**src/rtl/adc_event_irq_ctrl.sv**
```systemverilog
// Serialises per-channel ADC threshold events into one acknowledged interrupt stream.
// Rising edges latch sticky pending bits. A fixed-priority arbiter picks the lowest index.
module adc_event_irq_ctrl #(
    parameter int unsigned NUM_CH  = 10,
    parameter int unsigned ID_W    = 4,
    parameter int unsigned CNT_W   = 8,
    parameter int unsigned HOLDOFF = 4
) (
    input  logic              adc_wclk,
    input  logic              adc_wclk_rst,
    input  logic [NUM_CH-1:0] data_event_intr,
    input  logic [NUM_CH-1:0] evt_en,
    input  logic              irq_ack,
    input  logic              cnt_clr,
    input  logic [ID_W-1:0]   cnt_sel,
    output logic              irq_valid,
    output logic [ID_W-1:0]   irq_id,
    output logic [NUM_CH-1:0] pend_status,
    output logic [NUM_CH-1:0] ovf_status,
    output logic [CNT_W-1:0]  cnt_val
);

    localparam int unsigned HOLD_W = (HOLDOFF > 1) ? $clog2(HOLDOFF) : 1;
    localparam logic [HOLD_W-1:0] HOLD_LAST = HOLD_W'((HOLDOFF > 0) ? HOLDOFF - 1 : 0);

    typedef enum logic [1:0] {StIdle, StReq, StHold} state_e;

    state_e              state_q, state_d;
    logic [ID_W-1:0]     id_q, id_d;
    logic [HOLD_W-1:0]   hold_q, hold_d;
    logic [NUM_CH-1:0]   prev_q, pend_q, pend_d, ovf_q, ovf_d;
    logic [NUM_CH-1:0]   rise, set_evt, ack_clr;
    logic [CNT_W-1:0]    cnt_q [NUM_CH];
    logic [CNT_W-1:0]    cnt_val_q, cnt_val_d;
    logic [ID_W-1:0]     first_id;
    logic                ack_fire;

    always_comb begin
        rise     = data_event_intr & ~prev_q;
        set_evt  = rise & evt_en;
        ack_fire = (state_q == StReq) && irq_ack;
        ack_clr  = ack_fire ? (NUM_CH'(1) << id_q) : '0;
        // A new edge on the channel being acked keeps it pending.
        pend_d   = (pend_q & ~ack_clr) | set_evt;
        ovf_d    = cnt_clr ? '0 : (ovf_q | (set_evt & pend_q));
    end

    always_comb begin
        first_id = '0;
        for (int i = int'(NUM_CH) - 1; i >= 0; i--) begin
            if (pend_q[i]) first_id = ID_W'(i);
        end
    end

    always_comb begin
        cnt_val_d = '0;
        for (int i = 0; i < int'(NUM_CH); i++) begin
            if (cnt_sel == ID_W'(i)) cnt_val_d = cnt_q[i];
        end
    end

    always_comb begin
        state_d = state_q;
        id_d    = id_q;
        hold_d  = hold_q;
        unique case (state_q)
            StIdle: begin
                if (|pend_q) begin
                    id_d    = first_id;
                    state_d = StReq;
                end
            end
            StReq: begin
                if (irq_ack) begin
                    if (HOLDOFF > 0) begin
                        state_d = StHold;
                        hold_d  = '0;
                    end else begin
                        state_d = StIdle;
                    end
                end
            end
            StHold: begin
                if (hold_q == HOLD_LAST) state_d = StIdle;
                else                     hold_d  = hold_q + HOLD_W'(1);
            end
            default: state_d = StIdle;
        endcase
    end

    always_ff @(posedge adc_wclk) begin
        if (adc_wclk_rst) begin
            state_q   <= StIdle;
            id_q      <= '0;
            hold_q    <= '0;
            prev_q    <= '1;
            pend_q    <= '0;
            ovf_q     <= '0;
            cnt_val_q <= '0;
        end else begin
            state_q   <= state_d;
            id_q      <= id_d;
            hold_q    <= hold_d;
            prev_q    <= data_event_intr;
            pend_q    <= pend_d;
            ovf_q     <= ovf_d;
            cnt_val_q <= cnt_val_d;
        end
    end

    always_ff @(posedge adc_wclk) begin
        for (int i = 0; i < int'(NUM_CH); i++) begin
            if (adc_wclk_rst || cnt_clr) begin
                cnt_q[i] <= '0;
            end else if (set_evt[i] && (cnt_q[i] != {CNT_W{1'b1}})) begin
                cnt_q[i] <= cnt_q[i] + CNT_W'(1);
            end
        end
    end

    assign irq_valid   = (state_q == StReq);
    assign irq_id      = id_q;
    assign pend_status = pend_q;
    assign ovf_status  = ovf_q;
    assign cnt_val     = cnt_val_q;

endmodule

```
**config.mk**
```make
export PLATFORM = sky130hd
export DESIGN_NAME = adc_event_irq_ctrl
export DESIGN_NICKNAME = d
export VERILOG_FILES = /design/src/rtl/adc_event_irq_ctrl.sv
export SDC_FILE = /design/constraint.sdc
export NUM_CORES = 1
export LEC_CHECK = 0
export ABC_AREA = 1
export CAP_MARGIN = 20
export CELL_PAD_IN_SITES_DETAIL_PLACEMENT = 0
export CELL_PAD_IN_SITES_GLOBAL_PLACEMENT = 1
export CORE_MARGIN = 4
export CORE_UTILIZATION = 43
export DETAILED_ROUTE_END_ITERATION = 12
export GPL_ROUTABILITY_DRIVEN = 0
export PLACE_DENSITY = 0.89
export SYNTH_ARGS = -nofsm -noshare
export SYNTH_HDL_FRONTEND = slang
export SYNTH_SLANG_ARGS = --single-unit
```
**constraint.sdc**
```tcl
create_clock -name adc_wclk -period 1.8 [get_ports adc_wclk]
set_input_delay 0.36 -clock adc_wclk [delete_from_list [all_inputs] [get_ports adc_wclk]]
set_output_delay 0.36 -clock adc_wclk [all_outputs]
set_load 0.01 [all_outputs]
```
run_1/logic_types.png
Drawn at 4 px/um.
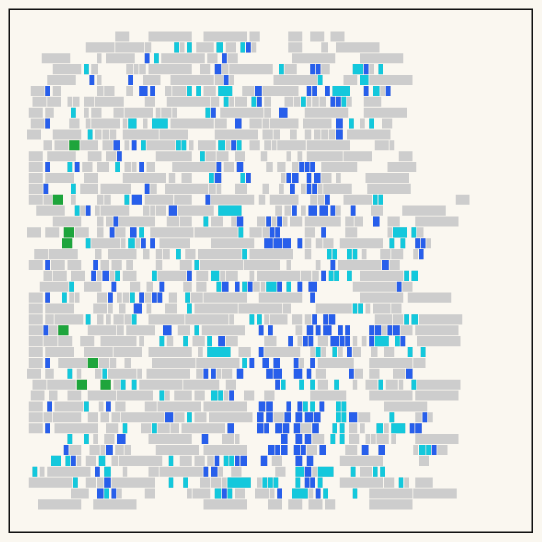
NOR gates: marked cyan, cells 159. NAND gates: marked blue, cells 209. AND-OR and OR-AND gates: marked green, cells 8, where west.
most frequent logic cell in the layout: nand2_1
combinational share of cell area: 0.329
Final Non-Filler Cells: 1,110

run_1/metal_density.png
Drawn at 3 px/um. 26 x 26 tiles, from white (low) to dark blue (high), scaled to the fullest tile. Values are wire area over tile area, all layers added.
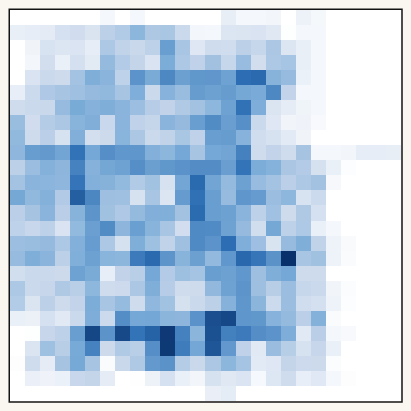
23% of the tiles are nearly empty. The mean over all tiles is 0.15. 18% of the tiles are over half the peak. The emptiest ninth of the die: north-east. The densest ninth of the die: center. The fullest tile reaches 0.55.
via count: 5,500
Overall Global Routing Usage: 0.196
routed len/inst: 14.4 um
Detailed Route WL: 15.9 mm

run_1/layer_met4.png
Drawn at 4 px/um. Supply wires on this layer in gray.
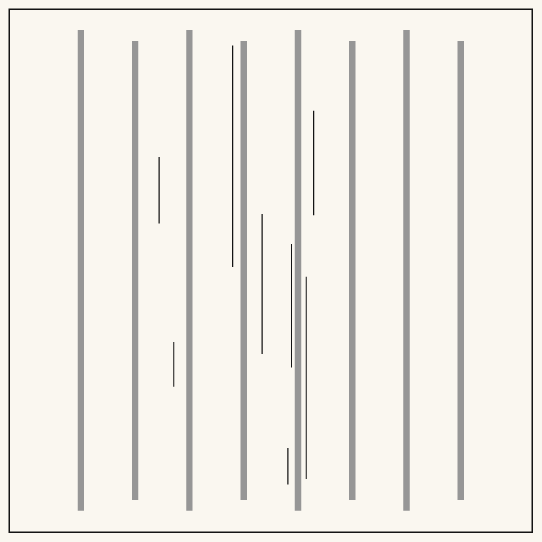
The layer carries 233 um of wire. The longest straight run is 55.1 um. The layer holds 1.5% of the routed length.

run_1/detail.png
Window x 50 to 80, y 24 to 54 um. Cells in gray, sequential cells in the stronger gray; small squares are vias.
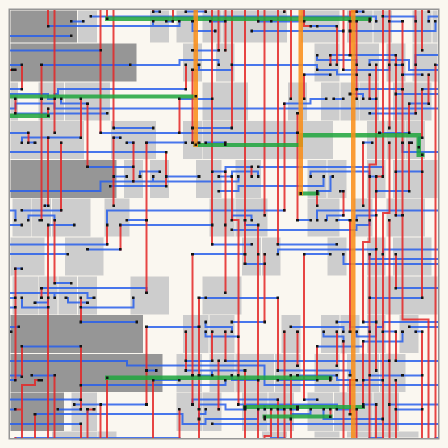
metal 2: marked red. metal 4: marked orange. metal 3: marked green. metal 1: marked blue.
85 logic cells have their middle in the window. Netlist names of flops here include `cnt_q` (4). Sequential cells in the window: 4. Most frequent: nand2_1 (20), nand3_1 (19), nor2_1 (10).

==> flow_summary.yaml, run 1 <==
# implementation run metrics
pwr:
  clkPwrFrac: 0.451
  swShare: 0.246
  peakVddDrop_mv: 0.578
  top_power_group: "sequential cells"
  p_sw_uw: 1820
  p_comb_frac: 0.098
detailed_routing:
  ant_nets: 0
  drtIter0Drc: 427
  dr.pass1.iters: 7
  wl_met2_mm: 7.47
global_routing:
  grt_first_pass_wirelength_mm: 26.0
  busiest_layer: "met2"
  overflow: 0
  grt_max_degree: 25
  antenna_found_initial: 0
  grt_pass1_vias: 5423
finish:
  n_fill_cell: 1347
  nNonClkInverters: 103
  post-route-util: 0.577
  antenna_cells: 0
  stdcell_area_um2: 8420
  logic_area_um2: 2780
  n_all_buffers: 130
  drive_above_1_share: 0.165
worst_hold_path:
  hp-class: "register to register"
synth:
  synth_seq_share: 0.516
  xor_share: 0.0476
  aoi_share: 0.0787
  synth_top_cell_by_count: "nand2_1"
  netlist_area_um2: 6440
  fp_nets: 813
  top_area_frac: 0.373
  synthTopCellsByCount: "nand2_1 (135), nor2_1 (131), inv_1 (100)"
  yosysWarningCount: 0
  yosysUniqueCellTypes: 30
  mux_area_frac: 0
  numSynthFlops: 126
  ys_sh_simple: 0.268
  async_flop_share: 0
  logic_family: "simple AND/OR/NAND/NOR gates"
floorplanning:
  fp.dieW_um: 130
  io_pins: 61
  rows: 44
  chip_area_um2: 17000
  die-height_um: 130
  core_um2: 14600
clock_network:
  numClockSinks: 126
  cts.clk_slew.worst_paths_ns: 0.06
setup_path:
  path_depth: 1
  critical_path.max_stage_delay_ns: 0.59
  path_class: "register to output pin"
  ff2ff_path_depth: 7
  critical_path.top_delay_family: "buffers and inverters"
  start_kind: "register"
  cp-end-kind: "output pin"
  critPathLaunch: "irq_id[2]$_SDFFE_PP0P_"
  cp-endpoint: "irq_id[2]"
  reg2reg_to: "cnt_q[8][7]$_SDFFCE_PN0P_"
  arrival_ns: 1.41
placed_design:
  placed_cells: 1078
  dp_hpwl_mm: 11.9
  port_buffers: 60
job:
  maxCapViolations: 0
  tool_warnings: 26
status:
  status: "complete, no violations"
sta:
  setup_viol: 0
  hold_violations: 0
==> run 1 -> run 2 <==
--- a/config.mk
+++ b/config.mk
@@ -11,6 +11,7 @@
 export CELL_PAD_IN_SITES_GLOBAL_PLACEMENT = 1
 export CORE_MARGIN = 4
 export CORE_UTILIZATION = 43
+export CTS_CLUSTER_SIZE = 28
 export DETAILED_ROUTE_END_ITERATION = 12
 export GPL_ROUTABILITY_DRIVEN = 0
 export PLACE_DENSITY = 0.89
run_2/metal_density.png
Drawn at 3 px/um. 26 x 26 tiles, from white (low) to dark blue (high), scaled to the fullest tile. Values are wire area over tile area, all layers added.
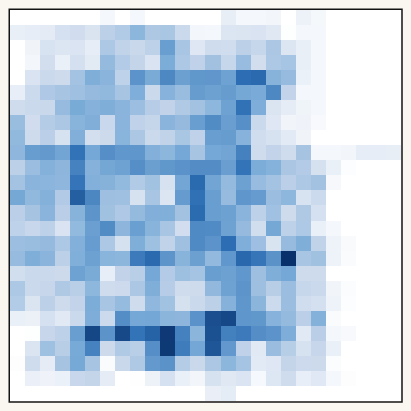
The emptiest ninth of the die: north-east. The densest ninth of the die: center. 23% of the tiles are nearly empty. 18% of the tiles are over half the peak.

==> flow_summary.yaml, run 2 <==
# implementation run metrics
synth:
  xor_share: 0.0476
  synthTopCellsByCount: "nand2_1 (135), nor2_1 (131), inv_1 (100)"
  ys_sh_simple: 0.268
  async_flop_share: 0
  mux_area_frac: 0
  logic_family: "simple AND/OR/NAND/NOR gates"
  aoi_share: 0.0787
  yosysUniqueCellTypes: 30
  synth_top_cell_by_count: "nand2_1"
  edf_count: 80
  netlist_area_um2: 6440
  top_area_frac: 0.373
finish:
  logic_area_um2: 2780
  drive_above_1_share: 0.165
  final_layout_top_logic_cell: "nand2_1"
  nNonClkInverters: 103
  stdcell_area_um2: 8420
  comb_share: 0.329
  largest_class: "flip-flops and latches"
  logic_gate_count: 535
  n_all_buffers: 130
  post-route-util: 0.577
  antenna_cells: 0
placed_design:
  dp_hpwl_mm: 11.9
  placed_cells: 1078
  port_buffers: 60
  dp_slack_ns: -0.235
global_routing:
  met2_usage: 0.325
  antenna_found_initial: 0
  grt_max_degree: 25
  grt.total_usage: 0.196
  grt_first_pass_wirelength_mm: 26.0
  overflow: 0
  busiest_layer: "met2"
  grt_pass1_vias: 5423
detailed_routing:
  wl_mm: 15.9
  dr.pass1.iters: 7
  wl_per_cell_um: 14.4
  ant_nets: 0
  drtIter0Drc: 427
  wl_met2_mm: 7.47
setup_path:
  critical_path.max_stage_delay_ns: 0.59
  critical_path.top_delay_family: "buffers and inverters"
  arrival_ns: 1.41
  start_kind: "register"
  cp-end-kind: "output pin"
  reg2reg_to: "cnt_q[8][7]$_SDFFCE_PN0P_"
  ff2ff_path_depth: 7
  path_class: "register to output pin"
  path_depth: 1
  critPathLaunch: "irq_id[2]$_SDFFE_PP0P_"
pwr:
  p_sw_uw: 1820
  clkPwrFrac: 0.451
  p_comb_frac: 0.098
  swShare: 0.246
  peakVddDrop_mv: 0.578
  top_power_group: "sequential cells"
  internal_power_uw: 5570
sta:
  hold_violations: 0
  setup_viol: 0
  hold_slack_ns: 0.448
worst_hold_path:
  hp-class: "register to register"
clock_network:
  cts_max_path_buffers: 2
  numClockSinks: 126
floorplanning:
  core_um2: 14600
  chip_area_um2: 17000
  io_pins: 61
  rows: 44
  die-height_um: 130
status:
  status: "complete, no violations"
job:
  maxCapViolations: 0
run_2/detail.png
Window x 50 to 80, y 24 to 54 um. Cells in gray, sequential cells in the stronger gray; small squares are vias.
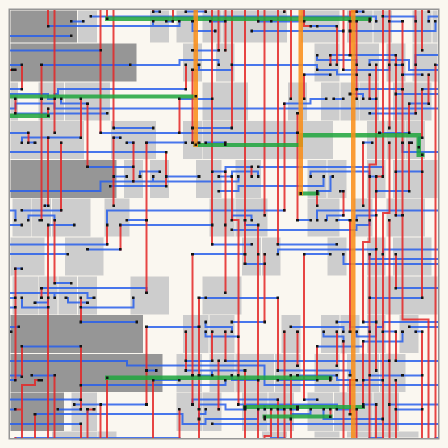

==> run 2 -> run 3 <==
--- a/config.mk
+++ b/config.mk
@@ -10,11 +10,12 @@
 export CELL_PAD_IN_SITES_DETAIL_PLACEMENT = 0
 export CELL_PAD_IN_SITES_GLOBAL_PLACEMENT = 1
 export CORE_MARGIN = 4
-export CORE_UTILIZATION = 43
+export CORE_UTILIZATION = 39
 export CTS_CLUSTER_SIZE = 28
 export DETAILED_ROUTE_END_ITERATION = 12
 export GPL_ROUTABILITY_DRIVEN = 0
-export PLACE_DENSITY = 0.89
+export PLACE_DENSITY = 0.86
+export SKIP_CTS_REPAIR_TIMING = 1
 export SYNTH_ARGS = -nofsm -noshare
 export SYNTH_HDL_FRONTEND = slang
 export SYNTH_SLANG_ARGS = --single-unit
==> constraint.sdc (replaced) <==
create_clock -name adc_wclk -period 1.46 [get_ports adc_wclk]
set_input_delay 0.292 -clock adc_wclk [delete_from_list [all_inputs] [get_ports adc_wclk]]
set_output_delay 0.292 -clock adc_wclk [all_outputs]
set_load 0.01 [all_outputs]
run_3/detail.png
Window x 53 to 83, y 26 to 56 um. Cells in gray, sequential cells in the stronger gray; small squares are vias.
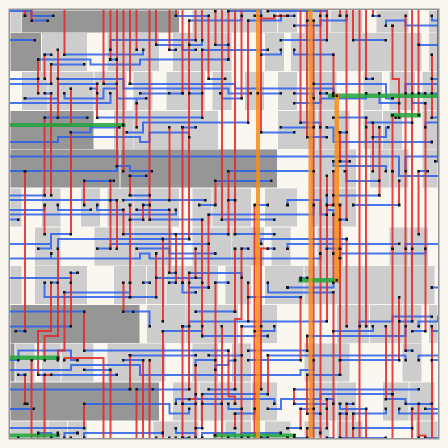
metal 1: marked blue. metal 4: marked orange. metal 3: marked green. metal 2: marked red.
Most frequent: nand2_1 (15), nand3_1 (14), nor2_1 (9). 89 logic cells have their middle in the window. Netlist names of flops here include `cnt_q` (6). Sequential cells in the window: 6.

==> flow_summary.yaml, run 3 <==
# implementation run metrics
synth:
  synth_top_cell_by_count: "nand2_1"
  logic_family: "simple AND/OR/NAND/NOR gates"
  mux_area_frac: 0
  yosysUniqueCellTypes: 30
  netlist_area_um2: 6440
  synthTopCellsByCount: "nand2_1 (135), nor2_1 (131), inv_1 (100)"
  ys_sh_simple: 0.268
  async_flop_share: 0
  xor_share: 0.0476
  aoi_share: 0.0787
finish:
  n_all_buffers: 196
  comb_share: 0.358
  logic_area_um2: 3520
  drive_above_1_share: 0.371
  final_layout_top_logic_cell: "buf_4"
  stdcell_area_um2: 9860
  synthToLayoutAreaGrowth_pct: 53.0
  largest_class: "logic gates"
  logic_gate_count: 535
pwr:
  p_sw_uw: 2370
  swShare: 0.252
  peakVddDrop_mv: 0.852
  top_power_group: "the clock network"
  internal_power_uw: 7040
  clkPwrFrac: 0.444
setup_path:
  reg2reg_to: "cnt_q[7][3]$_SDFFCE_PN0P_"
  path_class: "register to register"
  ff2ff_path_depth: 7
  path_depth: 7
  critical_path.max_stage_delay_ns: 0.37
  cp-end-kind: "register"
  arrival_ns: 1.82
  critPathLaunch: "cnt_q[7][0]$_SDFFCE_PN0P_"
  critical_path.top_delay_family: "simple AND/OR/NAND/NOR gates"
clock_network:
  cts_max_path_buffers: 2
global_routing:
  grt_max_degree: 24
  antenna_found_initial: 0
  grt_pass1_vias: 5543
  busiest_layer: "met2"
  grt_first_pass_wirelength_mm: 27.1
  overflow: 0
  met2_usage: 0.302
  grt.total_usage: 0.186
detailed_routing:
  drtIter0Drc: 374
  wl_per_cell_um: 14.9
  wl_met2_mm: 8.81
  dr.pass1.iters: 5
  ant_nets: 0
  wl_mm: 18.1
placed_design:
  placed_cells: 1143
  port_buffers: 60
  dp_hpwl_mm: 12.6
  dp_slack_ns: -0.529
worst_hold_path:
  hold-path-cell-count: 2
  hold_start: "ovf_status[7]$_SDFF_PP0_"
floorplanning:
  die-height_um: 137
  rows: 46
  chip_area_um2: 18600
  core_um2: 16100
  io_pins: 61
sta:
  setup_viol: 154
  layout_setup_ws_ns: -0.195
  hold_violations: 0
  hold_slack_ns: 0.457
job:
  maxCapViolations: 0
status:
  violations: "setup timing"
  status: "finished with violations"
Power and IR drop assume default switching activity.
